Figure 1. Sequential cells colored by netlist name.
Scale bar: 20 um. Other sequential cells in the stronger gray, the rest of the logic in the fainter gray.
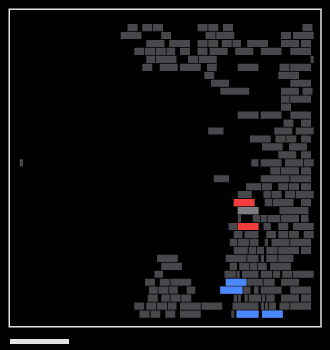
Figure 2. Routing congestion.
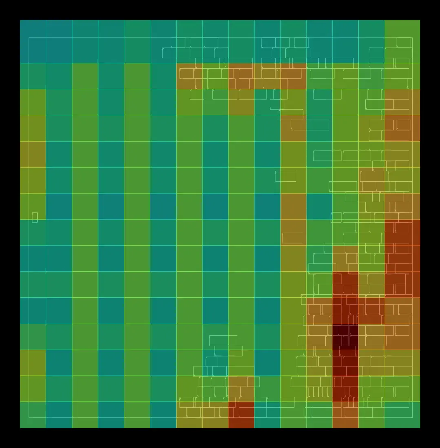
Figure 3. Clock network drawn from the DEF.
Scale bar: 20 um.
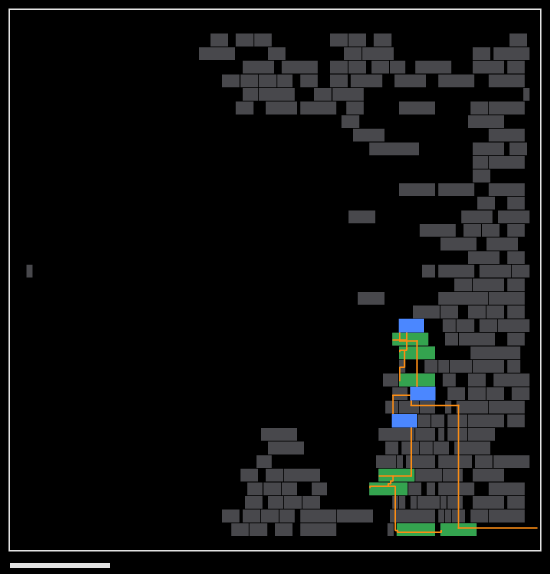
Figure 4. Selected gate families.
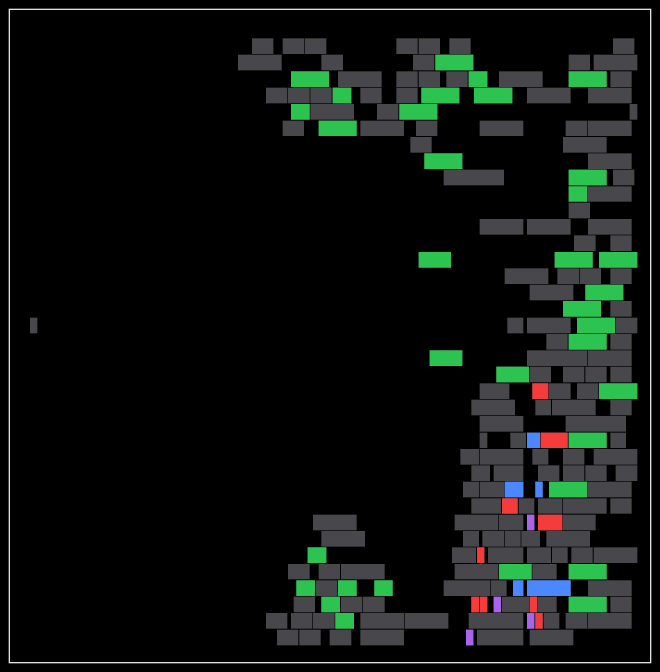
==> src/rtl/mem_arb_pkg.sv <==
`default_nettype none
// +----------------------------------------------------------------------------+
// | Package     : mem_arb_pkg                                                  |
// | Description : Shared types and constants for the memory arbiter: the       |
// |               owner encoding of the in-flight access and the byte-to-word  |
// |               address shift.                                               |
// | Revision    : 1.0  initial release                                         |
// +----------------------------------------------------------------------------+
package mem_arb_pkg;

    // Which requester owns the access whose read data returns next cycle.
    typedef enum logic [1:0] {
        OWN_NONE = 2'd0,
        OWN_IF   = 2'd1,
        OWN_D    = 2'd2
    } owner_e;

    // Requesters use byte addresses; the memory is indexed by 32-bit words.
    localparam int WORD_SHIFT = 2;

endpackage : mem_arb_pkg
`default_nettype wire

==> src/rtl/mem_arb_starve.sv <==
`default_nettype none
// +----------------------------------------------------------------------------+
// | Module      : mem_arb_starve                                               |
// | Description : Counts consecutive cycles in which a request is pending but  |
// |               not granted. Once the count reaches STARVE_LIMIT the         |
// |               promote flag is raised so the arbiter lets the request win.  |
// | Ports       : clk, rst     - clock, synchronous active-high reset          |
// |               req, gnt     - request and grant of the watched requester    |
// |               promote      - request has been starved long enough          |
// | Revision    : 1.0  initial release                                         |
// +----------------------------------------------------------------------------+
module mem_arb_starve #(
    parameter int STARVE_LIMIT = 4
) (
    input  logic clk,
    input  logic rst,
    input  logic req,
    input  logic gnt,
    output logic promote
);

    localparam int              CNT_W   = 4;
    localparam logic [CNT_W-1:0] C_LIMIT = CNT_W'(STARVE_LIMIT);

    logic [CNT_W-1:0] r_starve;

    // Saturating counter: any grant or a dropped request restarts the count.
    always_ff @(posedge clk) begin
        if (rst) begin
            r_starve <= '0;
        end else if (gnt || !req) begin
            r_starve <= '0;
        end else if (r_starve != C_LIMIT) begin
            r_starve <= r_starve + 1'b1;
        end
    end

    assign promote = (r_starve == C_LIMIT);

endmodule : mem_arb_starve
`default_nettype wire

==> src/rtl/mem_arbiter.sv <==
`default_nettype none
// +----------------------------------------------------------------------------+
// | Module      : mem_arbiter                                                  |
// | Description : Shares one single-port, word-indexed memory with 1-cycle     |
// |               read latency between the fetch (if_*) and load/store (d_*)   |
// |               requesters. One access is granted per cycle, fully           |
// |               pipelined; read data is routed to the owner a cycle later.   |
// |               Load/store wins unless fetch has been starved STARVE_LIMIT   |
// |               cycles.                                                      |
// | Ports       : clk, rst                     - clock, sync active-high reset |
// |               if_req/addr/flush, if_gnt/rvalid/rdata - fetch port          |
// |               d_req/we/addr/wdata, d_gnt/rvalid/rdata - load/store port    |
// |               mem_write_en/addr/write_data, mem_read_data - memory side    |
// | Options     : MEM_ARB_PERF_EN adds perf_if_cnt, perf_d_cnt, perf_stall_cnt |
// |               (grant counts and conflict-cycle count, wrap mod 2^32).      |
// | Revision    : 1.0  initial release                                         |
// +----------------------------------------------------------------------------+
module mem_arbiter
    import mem_arb_pkg::*;
#(
    parameter int ADDR_W       = 32,
    parameter int DATA_W       = 32,
    parameter int STARVE_LIMIT = 4
) (
    input  logic              clk,
    input  logic              rst,
    input  logic              if_req,
    input  logic [ADDR_W-1:0] if_addr,
    input  logic              if_flush,
    output logic              if_gnt,
    output logic              if_rvalid,
    output logic [DATA_W-1:0] if_rdata,
    input  logic              d_req,
    input  logic              d_we,
    input  logic [ADDR_W-1:0] d_addr,
    input  logic [DATA_W-1:0] d_wdata,
    output logic              d_gnt,
    output logic              d_rvalid,
    output logic [DATA_W-1:0] d_rdata,
    output logic              mem_write_en,
    output logic [31:0]       mem_addr,
    output logic [DATA_W-1:0] mem_write_data,
    input  logic [DATA_W-1:0] mem_read_data
`ifdef MEM_ARB_PERF_EN
    ,
    output logic [31:0]       perf_if_cnt,
    output logic [31:0]       perf_d_cnt,
    output logic [31:0]       perf_stall_cnt
`endif
);

    owner_e            r_owner;
    logic              r_flush;
    logic              w_promote;
    logic [ADDR_W-1:0] w_addr_sel;

    mem_arb_starve #(
        .STARVE_LIMIT (STARVE_LIMIT)
    ) u_starve (
        .clk     (clk),
        .rst     (rst),
        .req     (if_req),
        .gnt     (if_gnt),
        .promote (w_promote)
    );

    // Fixed priority to load/store, overridden by a starved fetch.
    always_comb begin
        if_gnt = 1'b0;
        d_gnt  = 1'b0;
        if (if_req && (w_promote || !d_req)) begin
            if_gnt = 1'b1;
        end else if (d_req) begin
            d_gnt = 1'b1;
        end
    end

    always_comb begin
        w_addr_sel = '0;
        if (if_gnt) begin
            w_addr_sel = if_addr;
        end else if (d_gnt) begin
            w_addr_sel = d_addr;
        end
    end

    assign mem_addr       = 32'(w_addr_sel >> WORD_SHIFT);
    assign mem_write_en   = d_gnt && d_we;
    assign mem_write_data = d_wdata;

    always_ff @(posedge clk) begin
        if (rst) begin
            r_owner <= OWN_NONE;
            r_flush <= 1'b0;
        end else begin
            r_owner <= if_gnt ? OWN_IF : (d_gnt ? OWN_D : OWN_NONE);
            r_flush <= if_flush && if_gnt;
        end
    end

    // Gating with rst drops the response of an access granted just before a
    // reset, in the reset cycle itself; the owner register clears afterwards.
    // A flush in the response cycle also suppresses the fetch response.
    assign if_rvalid = (r_owner == OWN_IF) && !r_flush && !if_flush && !rst;
    assign d_rvalid  = (r_owner == OWN_D) && !rst;
    assign if_rdata  = mem_read_data;
    assign d_rdata   = mem_read_data;

`ifdef MEM_ARB_PERF_EN
    always_ff @(posedge clk) begin
        if (rst) begin
            perf_if_cnt    <= '0;
            perf_d_cnt     <= '0;
            perf_stall_cnt <= '0;
        end else begin
            if (if_gnt)           perf_if_cnt    <= perf_if_cnt + 32'd1;
            if (d_gnt)            perf_d_cnt     <= perf_d_cnt + 32'd1;
            if (if_req && d_req)  perf_stall_cnt <= perf_stall_cnt + 32'd1;
        end
    end
`endif

endmodule : mem_arbiter
`default_nettype wire

==> config.mk <==
export PLATFORM = sky130hd
export DESIGN_NAME = mem_arbiter
export DESIGN_NICKNAME = d
export VERILOG_FILES = /design/src/rtl/mem_arb_pkg.sv /design/src/rtl/mem_arb_starve.sv /design/src/rtl/mem_arbiter.sv
export SDC_FILE = /design/constraint.sdc
export NUM_CORES = 1
export LEC_CHECK = 0
export CORE_AREA = 2 2 104 106
export DETAILED_ROUTE_END_ITERATION = 12
export DIE_AREA = 0 0 106 108
export PLACE_DENSITY = 0.61
export SLEW_MARGIN = 20
export SYNTH_ARGS = -nofsm -noshare
export SYNTH_HDL_FRONTEND = slang
export SYNTH_SLANG_ARGS = --single-unit
==> constraint.sdc <==
create_clock -name clk -period 2 [get_ports clk]
set_input_delay 0.4 -clock clk [delete_from_list [all_inputs] [get_ports clk]]
set_output_delay 0.4 -clock clk [all_outputs]
set_load 0.05 [all_outputs]
==> results.cfg <==
; physical design summary
[power_and_ir_drop]
netSwitchingPower_uw = 403.9
clkPwrFrac_pct = 18.1
pwr-share-seq_pct = 13.3
finalPower_uw = 1097
netSwitchingFraction_pct = 36.81

[worst_hold_path]
min_path_cells = 2

[clocking]
clkSinkCount = 7
cts_buffers = 3

[critical_path]
ff2ff_setup_slack_ns = 0.46
rr_worst_depth = 9
crit_required_ns = 1.60
crit_path_start_kind = register
crit_start = u_starve.r_starve[1]
crit_top_cell = buf_12
crit_arrival_ns = 1.67

[synth]
syn-instance-count = 168
top_area_share_pct = 52.13
ys_seq_share_pct = 9.929
ff_type = dfxtp_1
ys_cells = 168
ys_area_sq_um = 1411

[status]
violations = negative setup slack
status = finished, violations left

[flow_run]
max-cap-violations = 0

[global_route]
grt_max_degree = 10
antenna_found_initial = 0

[route]
met3_length_um = 633
route.detailed.drc = 0
wl_met1_um = 1546

[sta]
layout_setup_ws_ns = -0.06623
finalClockSkew_ns = 0.006775
max_freq_mhz = 484.0
setup_viol = 31

[floorplan]
io_pins = 267
coreArea_sq_um = 10230
Notes on Figure 1 above:
Key: `u_starve.r_starve` = blue [sequential cells 4, where lower right]; `r_owner` = red [sequential cells 2]
Another 1 sequential cells are not colored.
Core Util, Final: 26.05%
P_seq: 146 uW
Seq area share: 5.352%
register area: 142.6 sq um

Notes on Figure 2 above:
grt peak-use layer: met2
grt met2 use: 18.20%

Notes on Figure 3 above:
Key: flip-flops = green [count 7]; clock wires = orange [length 144 um]; clock-net drivers = blue [count 3]
Position of the flops: lower right. There are 4 routed clock nets.

Notes on Figure 4 above:
Key: nand cells = blue [cells 5, where lower right]; non-inverting ao/oa cells = green [cells 34]; nor cells = red [cells 9, where lower right]; inv cells = purple [cells 4, where lower right]
most numerous logic cell after layout: clkdlybuf4s50_1
multi-input combinational area share: 26.15%
Final Non-Filler Cells: 329

registers in the layout, indices dropped and copies added (netlist names):
signal / flops
r_flush: 1
r_owner: 2
u_starve.r_starve: 4
worst min-delay path by stage:
stage                               from                    to  slack [ns]
global placement    u_starve.r_starve[0]  u_starve.r_starve[0]        0.44
global route        u_starve.r_starve[0]  u_starve.r_starve[0]        0.54
CTS                 u_starve.r_starve[0]  u_starve.r_starve[0]        0.52
detailed placement  u_starve.r_starve[0]  u_starve.r_starve[0]        0.49
floorplan           u_starve.r_starve[0]  u_starve.r_starve[0]        0.43
finish              u_starve.r_starve[0]  u_starve.r_starve[0]        0.52
per-stage QoR:
stage	cell area, sq um	setup slack [ns]	hold WS, ns	util, %	setup TNS, ns
floorplan	1424	0.04205	0.4300	-	0
global placement	2201	-0.1866	0.4429	21.51	-4.350
detailed placement	2201	-0.2143	0.4906	21.51	-5.113
CTS	2625	-0.07461	0.5247	25.66	-1.517
global route	2665	-0.1333	0.5406	26.05	-2.949
finish	2665	-0.06623	0.5249	26.05	-1.218
tightest hold or removal path: stages, from the launching register on:
cell and delay (ns):
dfxtp_2 0.32, buf_4 0.12, nor2_1 0.04
power groups by stage:
stage          combinational [uW]  sequential, uW  clock, uW
3_5_place_dp                  656             148          0
6_report                      753             146        198
5_1_grt                       777             146        209
3_3_place_gp                  650             148          0
2_1_floorplan                 797             148          0
4_1_cts                       749             146        201
timing repair:
item,4_1_cts,5_1_grt
endpoints found under the setup margin,32,32
setup buffers,9,3
pin swaps,25,3
gates cloned,6,0
hold buffers,0,0
resized,43,2
cell usage in the layout, fill, tap and decap left out, types with 2 or more instances in the layout:
cell             count
nor2_1               5
buf_6                5
clkdlybuf4s50_1     63
buf_4               12
o21a_4               4
inv_2                3
dfxtp_2              2
a22o_1              10
clkbuf_8             3
nor3b_1              2
buf_12              35
dfxtp_1              5
conb_1               2
buf_16               3
a22o_4              20
cell families after synthesis:
kind of cell               after synthesis  synth area share (%)
and+or+nand+nor                         16                 7.447
muxes                                    1                0.7092
AOI/OAI and AO/OA                       32                 21.72
DFF                                      7                 9.929
buffers and inverters                  108                 57.53
adders and majority gates                2                 1.773
other                                    1                0.2657
xor gates and xnor gates                 1                0.6207
area by class of cell:
class,instances,area [sq um]
inverters,4,15.01
repair buffers,121,1595
fillers,1034,7566
multi-input cells,57,696.9
well taps,136,170.2
clock buffers,4,45.04
flip-flops and latches,7,142.6
layer usage:
| metal | vias to the layer above | global-route usage, % |
|---|---|---|
| met4 | 0 | 8.177 |
| met5 | - | 0 |
| met1 | 554 | 6.582 |
| met3 | 46 | 2.833 |
| li1 | 529 | - |
| met2 | 105 | 18.20 |
Power figures rest on the tool's default switching activity, not on a simulated workload.
